$ cat config.mk
export PLATFORM = sky130hd
export DESIGN_NAME = dla_ofmap_writer
export DESIGN_NICKNAME = d
export VERILOG_FILES = /design/src/rtl/dla_ofmap_writer.sv
export SDC_FILE = /design/constraint.sdc
export NUM_CORES = 1
export LEC_CHECK = 0
export CAP_MARGIN = 0
export CORE_UTILIZATION = 30
export DETAILED_ROUTE_END_ITERATION = 6
export GPL_ROUTABILITY_DRIVEN = 0
export PLACE_DENSITY = 0.5
export SYNTH_ARGS = -nofsm -noshare
export SYNTH_HDL_FRONTEND = slang
export SYNTH_SLANG_ARGS = --single-unit
$ cat constraint.sdc
create_clock -name clk -period 3 [get_ports clk]
set_input_delay 0.45 -clock clk [delete_from_list [all_inputs] [get_ports clk]]
set_output_delay 0.45 -clock clk [all_outputs]
set_load 0.01 [all_outputs]
$ cat src/rtl/dla_ofmap_writer.sv
// Output-feature-map writer: packs pairs of 16-bit results into 32-bit words,
// buffers them in a small FIFO and writes them out over a req/ack port.
module dla_ofmap_writer #(
    parameter int DEPTH  = 4,
    parameter int ADDR_W = 16
) (
    input  logic              clk,
    input  logic              rst,
    input  logic              start,
    input  logic [ADDR_W-1:0] base_addr,
    input  logic [ADDR_W-1:0] num_words,
    input  logic              in_valid,
    input  logic [15:0]       in_data,
    input  logic              flush,
    output logic              stall,
    output logic              wr_req,
    output logic [ADDR_W-1:0] wr_addr,
    output logic [31:0]       wr_data,
    output logic [3:0]        wr_strb,
    input  logic              wr_ack,
    output logic              busy,
    output logic              done,
    output logic [1:0]        dbg_state
);

    localparam int AW = (DEPTH > 1) ? $clog2(DEPTH) : 1;
    localparam int CW = AW + 1;
    localparam logic [CW-1:0] FULL_CNT = CW'(DEPTH);
    localparam logic [CW-1:0] ONE_CNT  = CW'(1);

    typedef enum logic [1:0] {
        S_IDLE  = 2'd0,
        S_RUN   = 2'd1,
        S_DRAIN = 2'd2,
        S_DONE  = 2'd3
    } state_t;

    state_t state, state_nx;

    logic [ADDR_W-1:0] base_q;
    logic [ADDR_W-1:0] num_q;
    logic [ADDR_W-1:0] pushed_q;
    logic [ADDR_W-1:0] written_q;
    logic              half_pending;
    logic [15:0]       low_q;

    logic [31:0]   mem_data [DEPTH];
    logic [3:0]    mem_strb [DEPTH];
    logic [AW-1:0] wptr;
    logic [AW-1:0] rptr;
    logic [CW-1:0] count;

    logic        fifo_full;
    logic        fifo_empty;
    logic        all_pushed;
    logic        in_run;
    logic        accept;
    logic        push_pair;
    logic        push_flush;
    logic        push;
    logic        pop;
    logic        drained;
    logic        job_start;
    logic [31:0] push_data;
    logic [3:0]  push_strb;

    // Handshakes: an input halfword transfers on in_valid && !stall; a write
    // transfers on wr_req && wr_ack, and wr_addr/wr_data/wr_strb hold until then.
    assign fifo_full  = (count == FULL_CNT);
    assign fifo_empty = (count == '0);
    assign all_pushed = (pushed_q == num_q);
    assign in_run     = (state == S_RUN);

    assign stall      = !in_run || all_pushed || (fifo_full && half_pending);
    assign accept     = in_valid && !stall;
    assign push_pair  = accept && half_pending;
    assign push_flush = flush && !accept && in_run && !all_pushed && half_pending && !fifo_full;
    assign push       = push_pair || push_flush;
    assign push_data  = push_pair ? {in_data, low_q} : {16'h0000, low_q};
    assign push_strb  = push_pair ? 4'b1111 : 4'b0011;

    assign wr_req  = !fifo_empty;
    assign pop     = wr_req && wr_ack;
    assign wr_data = mem_data[rptr];
    assign wr_strb = mem_strb[rptr];
    assign wr_addr = base_q + (written_q << 2);

    // True when the FIFO is empty after this edge, so DONE follows the last ack directly.
    assign drained   = fifo_empty || ((count == ONE_CNT) && pop && !push);
    assign job_start = (state == S_IDLE) && start;

    assign busy      = (state == S_RUN) || (state == S_DRAIN);
    assign done      = (state == S_DONE);
    assign dbg_state = state;

    always_comb begin
        state_nx = state;
        case (state)
            S_IDLE: begin
                if (start) begin
                    state_nx = (num_words == '0) ? S_DONE : S_RUN;
                end
            end
            S_RUN: begin
                if (all_pushed) begin
                    state_nx = drained ? S_DONE : S_DRAIN;
                end
            end
            S_DRAIN: begin
                if (drained) begin
                    state_nx = S_DONE;
                end
            end
            S_DONE:  state_nx = S_IDLE;
            default: state_nx = S_IDLE;
        endcase
    end

    always_ff @(posedge clk or negedge rst) begin
        if (!rst) begin
            state <= S_IDLE;
        end else begin
            state <= state_nx;
        end
    end

    always_ff @(posedge clk or negedge rst) begin
        if (!rst) begin
            base_q       <= '0;
            num_q        <= '0;
            pushed_q     <= '0;
            written_q    <= '0;
            half_pending <= 1'b0;
            low_q        <= '0;
        end else if (job_start) begin
            base_q       <= base_addr;
            num_q        <= num_words;
            pushed_q     <= '0;
            written_q    <= '0;
            half_pending <= 1'b0;
        end else begin
            if (push) begin
                pushed_q <= pushed_q + 1'b1;
            end
            if (pop) begin
                written_q <= written_q + 1'b1;
            end
            if (accept) begin
                half_pending <= !half_pending;
                if (!half_pending) begin
                    low_q <= in_data;
                end
            end else if (push_flush) begin
                half_pending <= 1'b0;
            end
        end
    end

    always_ff @(posedge clk or negedge rst) begin
        if (!rst) begin
            for (int i = 0; i < DEPTH; i++) begin
                mem_data[i] <= '0;
                mem_strb[i] <= '0;
            end
            wptr  <= '0;
            rptr  <= '0;
            count <= '0;
        end else begin
            if (push) begin
                mem_data[wptr] <= push_data;
                mem_strb[wptr] <= push_strb;
                wptr           <= wptr + 1'b1;
            end
            if (pop) begin
                rptr <= rptr + 1'b1;
            end
            case ({push, pop})
                2'b10:   count <= count + ONE_CNT;
                2'b01:   count <= count - ONE_CNT;
                default: count <= count;
            endcase
        end
    end

endmodule

Run 1, cells by drive strength:
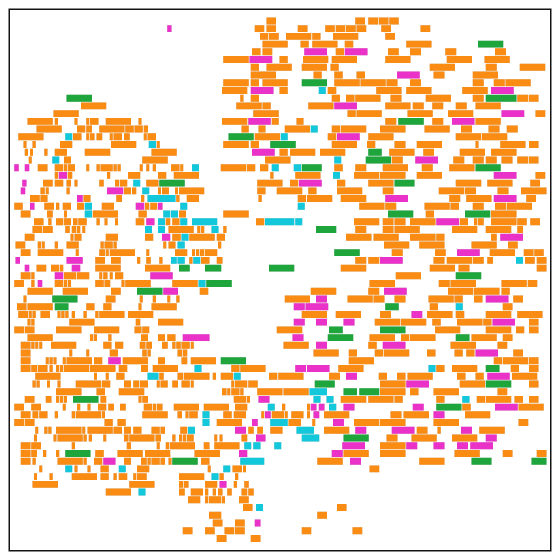
legend:
  green:
    size: x6 and larger
    cells: 43
  cyan:
    size: x3 and x4
    cells: 62
  orange:
    size: x1 and smaller
    cells: 816
  magenta:
    size: x2
    cells: 91

Run 1, the clock network:
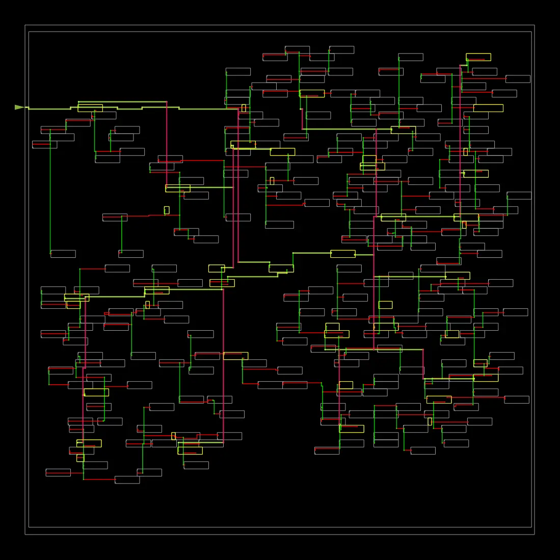
tally of clock buffers in the finished layout: 40
TritonCTS sink count: 224
P_clk: 3.08 mW

==> run_results.csv, run 1 <==
group,metric,value,unit
synth,synth_flops,224,
worst_setup_path,timing.critical_path.required,2.55,ns
worst_setup_path,timing.critical_path.to,"wr_addr[15]",
synth,top_cells_by_area,"sky130_fd_sc_hd__dfrtp_1, sky130_fd_sc_hd__mux4_2, sky130_fd_sc_hd__mux2_1",
synth,netlist_instances,848,
run_status,failed_checks,"negative setup slack",
clocking,clkSlewWorstSetupHoldPaths,0.06,ns
global_route,antenna_found_initial,0,
synth,synth.lib_cells_used.distinct,55,
sta,post-route-worst-setup-slack,-0.137,ns
final_layout,lay_top_count,"sky130_fd_sc_hd__dfrtp_1",
synth,ys_cells,848,
final_layout,finalCoreUtilization,0.387,
sta,min_period_over_period,1.05,
synth,synthTopCellsByCount,"sky130_fd_sc_hd__dfrtp_1, sky130_fd_sc_hd__nand2_1, sky130_fd_sc_hd__a22o_1",
run_status,run_status,"complete, but fails checks",
pwr,fin_total_pwr,13.7,mW
synth,synth-edff-count,0,
sta,timing.final.setup_violations,4,
worst_setup_path,critPathBufInv,1,
die,number_of_top_level_design_ports,112,
Run 1, metal 2:
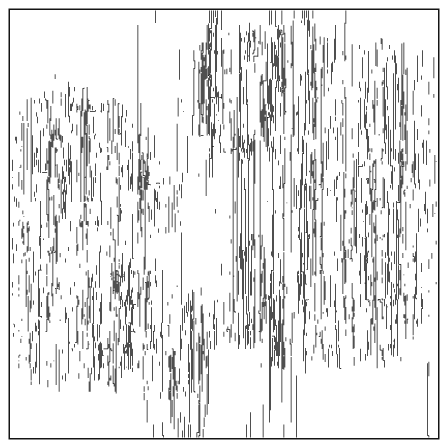
wire length on this layer: 11800 um
nets with wire on the layer: 907
share of all routed wire: 46%
main direction: vertical

## run 1: report_power, final
| part | internal [mW] | leakage (nW) | total (mW) | switching, mW |
|---|---|---|---|---|
| sequential | 4.23 | 2.88 | 5.01 | 0.774 |
| combinational | 3.12 | 2.93 | 5.58 | 2.46 |
| clock | 1.85 | 0.404 | 3.08 | 1.24 |
| total | 9.20 | 6.21 | 13.7 | 4.47 |
## run 1: metrics by stage
step | setup TNS, ns | setup slack, ns | cells | hold WS [ns] | area (um2)
after floorplan | 0 | 0.429 | 848 | 0.154 | 10600
after global placement | -0.212 | -0.212 | 1412 | 0.413 | 12500
after detailed placement | -0.188 | -0.178 | 1412 | 0.415 | 12500
after CTS | -0.965 | -0.231 | 1461 | 0.423 | 13300
after global routing | -1.09 | -0.267 | 1467 | 0.431 | 13400
final | -0.419 | -0.137 | 1467 | 0.431 | 13400
## run 1: cell families (layout without fill, tap and decap cells)
logic type,count (synthesis),count (layout),synth area share
compound gates,129,129,0.0941
xor+xnor,52,52,0.0429
fa+ha+maj,30,30,0.0360
buf+inv,66,230,0.0327
flops,224,224,0.528
mux,119,119,0.162
simple gates,228,228,0.105
## run 1: final cells by class
| class | instances | area [um2] |
|---|---|---|
| repair buffers | 170 | 1600 |
| clock inverters | 4 | 58.8 |
| clock buffers | 40 | 773 |
| flip-flops and latches | 224 | 5610 |
| inverters | 16 | 62.6 |
| well taps | 455 | 569 |
| fillers | 3397 | 21300 |
| multi-input cells | 558 | 4750 |
## run 1: sequential cells by signal, summed over array words and instances, names as in the netlist
| name | count |
|---|---|
| mem_data | 128 |
| base_q | 16 |
| low_q | 16 |
| num_q | 16 |
| pushed_q | 16 |
| written_q | 14 |
| mem_strb | 8 |
| count | 3 |
| dbg_state | 2 |
| rptr | 2 |
| wptr | 2 |
| half_pending | 1 |
--- run 2 (diff from run 1) ---
ABC_CLOCK_PERIOD_IN_PS = 3000   (was default)
RECOVER_POWER = 25   (was default)
TNS_END_PERCENT = 10   (was default)
==> run_results.csv, run 2 <==
group,metric,value,unit
sta,min_period_over_period,1.04,
die,number_of_top_level_design_ports,112,
pwr,seqPwrFrac,0.372,
synth,synth.lib_cells_used.distinct,55,
synth,synthTopCellsByCount,"sky130_fd_sc_hd__dfrtp_1, sky130_fd_sc_hd__nand2_1, sky130_fd_sc_hd__a22o_1",
synth,ys_cells,848,
final_layout,finalCoreUtilization,0.383,
sta,totalNegativeSetupSlack,-0.525,ns
worst_setup_path,timing.critical_path.required,2.55,ns
sta,post-route-worst-setup-slack,-0.133,ns
sta,finalHoldWorstSlack,0.461,ns
pwr,p_int,9.12,mW
global_route,antenna_found_initial,0,
synth,synth_flops,224,
sta,timing.final.setup_violations,7,
final_layout,largest_register_ffs,128,
synth,netlist_instances,848,
run_status,run_status,"complete, but fails checks",
clocking,clock_sinks,224,
pwr,total_switching_power,4.43,mW
worst_setup_path,critPathBufInv,1,
clocking,clkSlewWorstSetupHoldPaths,0.06,ns
pwr,power.share.combinational,0.400,
final_layout,max_flop_register,"mem_data",
pwr,power.clock.fraction,0.227,
run_status,failed_checks,"negative setup slack",
==> run 2: cell families after synthesis <==
kind of cell / share of synthesized area
multiplexers: 0.162
buffers and inverters: 0.0327
flip-flops: 0.528
XOR/XNOR: 0.0429
adder cells (fa/ha/maj): 0.0360
AND/OR/NAND/NOR: 0.105
AND-OR/OR-AND: 0.0941
==> run 2: area by class of cell <==
cell class,instances,area [um2]
clock buffer,40,773
timing repair buffer,162,1510
clock inverter,4,58.8
sequential,224,5610
fill,3401,21400
inverter,16,60.1
multi-input combinational,558,4730
tap,455,569
==> run 2: worst register-to-register path, delay by kind of cell (launching register included) <==
kind	cells	cell delay, ns
xor gates and xnor gates	1	0.17
muxes	1	0.39
and+or+nand+nor	4	1.45
DFF	1	0.44
==> run 2: through the flow <==
step | instance area, um2 | setup WS (ns) | instances
final | 13300 | -0.133 | 1459
after floorplan | 10600 | 0.429 | 848
after detailed placement | 12500 | -0.178 | 1412
after CTS | 13300 | -0.231 | 1459
after global routing | 13300 | -0.274 | 1459
after global placement | 12500 | -0.212 | 1412
==> run 2: what timing repair did <==
action                                 4_1_cts  5_1_grt
pin swaps                                   13        7
resized                                     48        6
setup endpoints to repair                   37       13
setup buffers                                2        0
endpoints found under the hold margin       52        0
cloned                                       0        0
hold buffers                                 1        0
==> run 2: power by group through the flow <==
stage                     Combinational [mW]  Clock (mW)  Sequential [mW]
after floorplan                         3.45           0             4.79
after global placement                  5.49           0             5.06
after detailed placement                5.53           0             5.07
after CTS                               5.55        3.20             5.05
after global routing                    5.97        3.32             5.22
final                                   5.42        3.08             5.04
==> run 2: metal layers <==
metal / track usage / wire, um
met2: 0.233 / 11900
met1: 0.208 / 12300
met5: 0 / 0
met3: 0.0264 / 1150
met4: 0.0366 / 541
Run 2, the clock network:
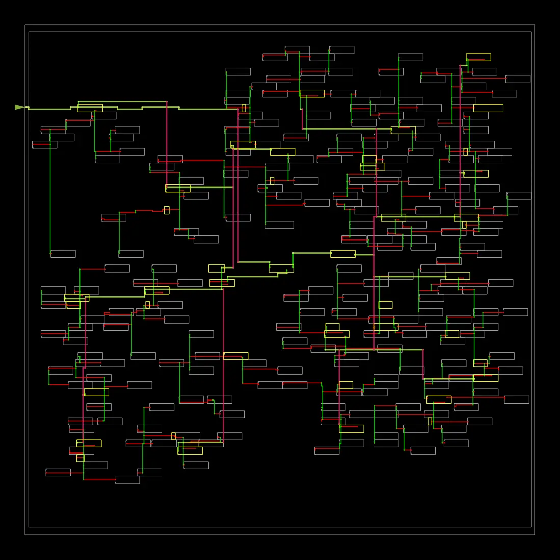
post-route clock skew: 0.0244 ns
total number of sequential cells: 224
Inserted Clock Buffers: 26
later-pin clock latency in the skew report: 0.53 ns

Run 2, gate families picked out:
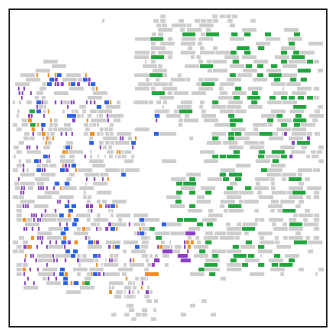
legend:
  green:
    family: mux cells
    cells: 119
    most_used: mux2_1
  blue:
    family: xor and xnor cells
    cells: 52
    most_used: xor2_1
  orange:
    family: nor cells
    cells: 57
    most_used: nor2_1
  purple:
    family: nand cells
    cells: 152
    most_used: nand2_1

Power figures rest on the tool's default switching activity, not on a simulated workload.
